Design boot_loader, sky130hd; sources not shown.
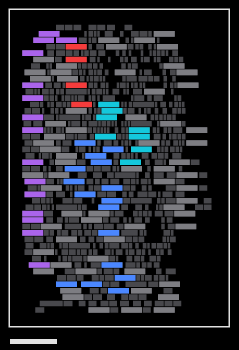
Fig. 1. Sequential cells colored by netlist name (run 1).
Bar = 20 microns.
[rom_addr] purple | flops: 15
[u_word_asm.r_hi] cyan | flops: 8 | where: center
[u_word_asm.o_word] blue | flops: 16
[r_state] red | flops: 4
not colored: 63
total sequential power: 0.00204 W
final core occ: 67.27%
sequential cell area: 2653 sq um

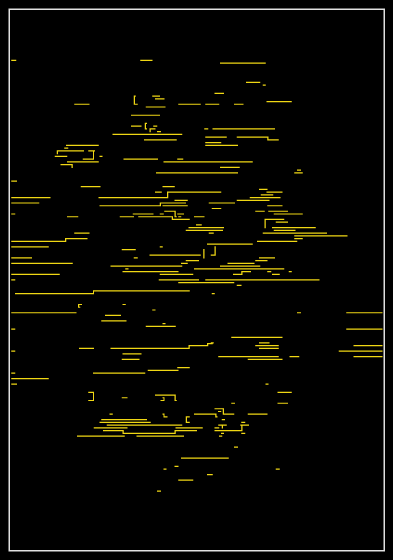
Fig. 2. Metal 3 (run 1).
wire length on this layer: 1150 microns
longest straight run: 28.1 microns
nets with wire on the layer: 120
met3 Track Usage GR: 4.882%
DR vias: 5183
drt total wl: 16370 microns

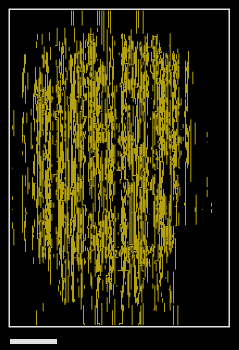
Fig. 3. The metal 2 layer (run 1).
Bar = 20 microns.
share of all routed wire: 51%
nets with wire on the layer: 599
wire length on this layer: 8290 microns
main direction: vertical
longest straight run: 56.4 microns
met2 Use GR: 45.22%

==> impl_metrics.env, run 1 <==
# source this file to load flow results
export IMPL_yosysTopAreaCellShare_pct=45.49
export IMPL_xor_share_pct=4.957
export IMPL_path_max_fanout=5
export IMPL_post_route_period_util_pct=96.90
export IMPL_drt_iter0_drc=436
export IMPL_avgSynthCellArea_sq_um=9.701
export IMPL_vias_per_cell=6.628
export IMPL_min_path_type="input port to asynchronous set/reset pin"
export IMPL_synth_main_ff_cell="dfrtp_1"
export IMPL_cts_buffers=9
export IMPL_reg2reg_setup_slack_ns=0.08
export IMPL_cp_slowest_cell="dfrtp_1"
export IMPL_edf_count=0
export IMPL_most_common_cell="dfrtp_1"
export IMPL_grt_pass1_vias=5288
export IMPL_synth_cell_type_count=55
export IMPL_overflow=0
export IMPL_cp_cell_sequence="ha_1 > o21ai_0 > or2_2 > a21o_1 > o21ai_1 > mux2i_1 > mux2_2"
export IMPL_top_cells_by_count="dfrtp_1 (106), nor2_1 (58), nand2_1 (53), o21ai_0 (50), mux2_2 (47)"
export IMPL_path_buffers=0
export IMPL_grt_busiest_layer="met2"
export IMPL_crit_type="register to register"
export IMPL_die_area_sq_um=12390
export IMPL_seq_share_pct=39.12
export IMPL_rsz0062_at_grt="no"
export IMPL_taps=117
export IMPL_area_growth_pct=16.29
export IMPL_power_share_sequential_pct=42.5
export IMPL_fp_nets=632
export IMPL_ys_flops=106
export IMPL_buffer_area_share_pct=9.098
export IMPL_cp_depth=7
export IMPL_cp_required_ns=2.94
export IMPL_outcome="completed"
export IMPL_lay_top_count="dfrtp_1"
export IMPL_synthesis_area_sq_um=5831
export IMPL_fp_util_pct=57.85
export IMPL_fmax_ghz=0.3822
export IMPL_n_clock_buffer=9
export IMPL_cts_buffer_depth=2
export IMPL_maxSlewHeadroom_pct=51.77
export IMPL_clk_share_pct=4.189
export IMPL_finalHoldWorstSlack_ns=0.04681
export IMPL_comb_area_share_pct=44.88
export IMPL_met2WireLength_microns=8286
export IMPL_yosysCellCount=601
export IMPL_mi_logic_area_sq_um=3043
export IMPL_topCombFamilyByArea="simple AND/OR/NAND/NOR gates"
export IMPL_mux_share_pct=9.936
export IMPL_cp_start_kind="register"
-- run 1: metrics by stage --
stage	util, %	instance area (sq um)	cells	TNS [ns]
floorplan	-	5831	601	0
global placement	63.97	6447	765	-307.95
detailed placement	64.26	6476	766	-13.22
CTS	67.15	6768	782	0
global route	67.27	6780	782	0
finish	67.27	6780	782	0
-- run 1: power by group through the flow --
stage	logic, W	registers (W)	clock network, W
5_1_grt	0.00161	0.00206	0.00135
2_1_floorplan	0.000950	0.00204	0
6_report	0.00148	0.00204	0.00129
4_1_cts	0.00145	0.00203	0.00129
3_3_place_gp	0.00137	0.00205	0
3_5_place_dp	0.00143	0.00206	0
-- run 1: repair_timing --
item / 4_1_cts / 5_1_grt
resized: 6 / 8
setup endpoints to repair: 27 / 16
hold buffers: 0 / 0
## Run 2: what changed since run 1
Settings changed: CTS_CLUSTER_DIAMETER set to 60.
Clock period 2.7 ns to 2.8 ns, I/O delays scaled along.
==> impl_metrics.env, run 2 <==
# source this file to load flow results
export IMPL_outcome="completed"
export IMPL_lay_top_count="dfrtp_1"
export IMPL_die_area_sq_um=12390
export IMPL_drt_iter0_drc=458
export IMPL_clk_share_pct=4.197
export IMPL_n_clock_buffer=9
export IMPL_path_buffers=0
export IMPL_min_path_type="input port to asynchronous set/reset pin"
export IMPL_cp_cell_sequence="ha_1 > o21ai_0 > or2_2 > a21o_1 > o21ai_0 > mux2i_1 > mux2_2"
export IMPL_cts_buffers=9
export IMPL_fmax_ghz=0.3693
export IMPL_overflow=0
export IMPL_edf_count=0
export IMPL_area_growth_pct=16.07
export IMPL_holdBufCountCts=0
export IMPL_vias_per_cell=6.675
export IMPL_most_common_cell="dfrtp_1"
export IMPL_cp_depth=7
export IMPL_cp_slowest_cell="dfrtp_1"
export IMPL_top_power_group="sequential cells"
export IMPL_avgSynthCellArea_sq_um=9.701
export IMPL_synth_cell_type_count=55
export IMPL_comb_area_share_pct=44.85
export IMPL_synth_main_ff_cell="dfrtp_1"
export IMPL_ys_flops=106
export IMPL_crit_type="register to register"
export IMPL_taps=117
export IMPL_mux_share_pct=9.936
export IMPL_flop_area_sq_um=2653
export IMPL_topCombFamilyByArea="simple AND/OR/NAND/NOR gates"
export IMPL_buffer_area_share_pct=9.040
export IMPL_pg_comb_w=0.00142
export IMPL_cts_resized_gates=5
export IMPL_reg2reg_setup_slack_ns=0.09
export IMPL_yosysTopAreaCellShare_pct=45.49
export IMPL_mi_logic_area_sq_um=3035
run 2: cell counts after synthesis:
No cell type changed its count.
run 2: through the flow:
step / util [%] / TNS (ns) / worst slack, ns / cells / cell area (sq um)
floorplan: - / 0 / 0.2552 / 601 / 5831
global placement: 63.97 / -295.34 / -2.736 / 765 / 6447
detailed placement: 64.26 / -8.509 / -0.3219 / 766 / 6476
CTS: 67.14 / 0 / 0.03221 / 782 / 6766
global route: 67.15 / 0 / 0.005332 / 782 / 6768
finish: 67.15 / 0 / 0.09233 / 782 / 6768
run 2: per-layer routing:
layer | global-route usage (%) | up-vias | share of wire, %
met4 | 19.26 | 0 | 6.2
met1 | 30.79 | 2541 | 37
met5 | 0 | - | 0
met3 | 4.882 | 92 | 6.4
li1 | - | 2294 | -
met2 | 45.05 | 293 | 51
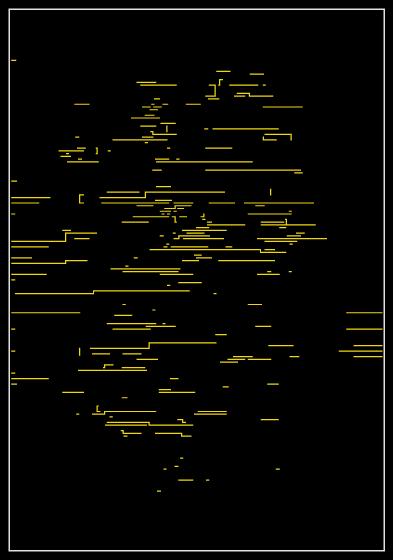
Fig. 4. Metal 3 (run 2).
drt total wl: 16430 microns
DR vias: 5220

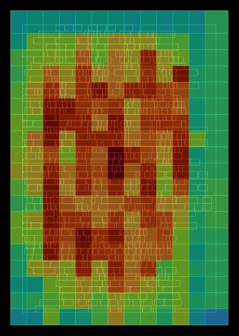
Fig. 5. Routing congestion (run 2).
met1 usage: 30.79%
GR peak layer: met2
WL/cell: 21.02 microns
met2 Use GR: 45.05%
total track usage: 26.96%

Power is estimated from default activity; no workload was simulated.
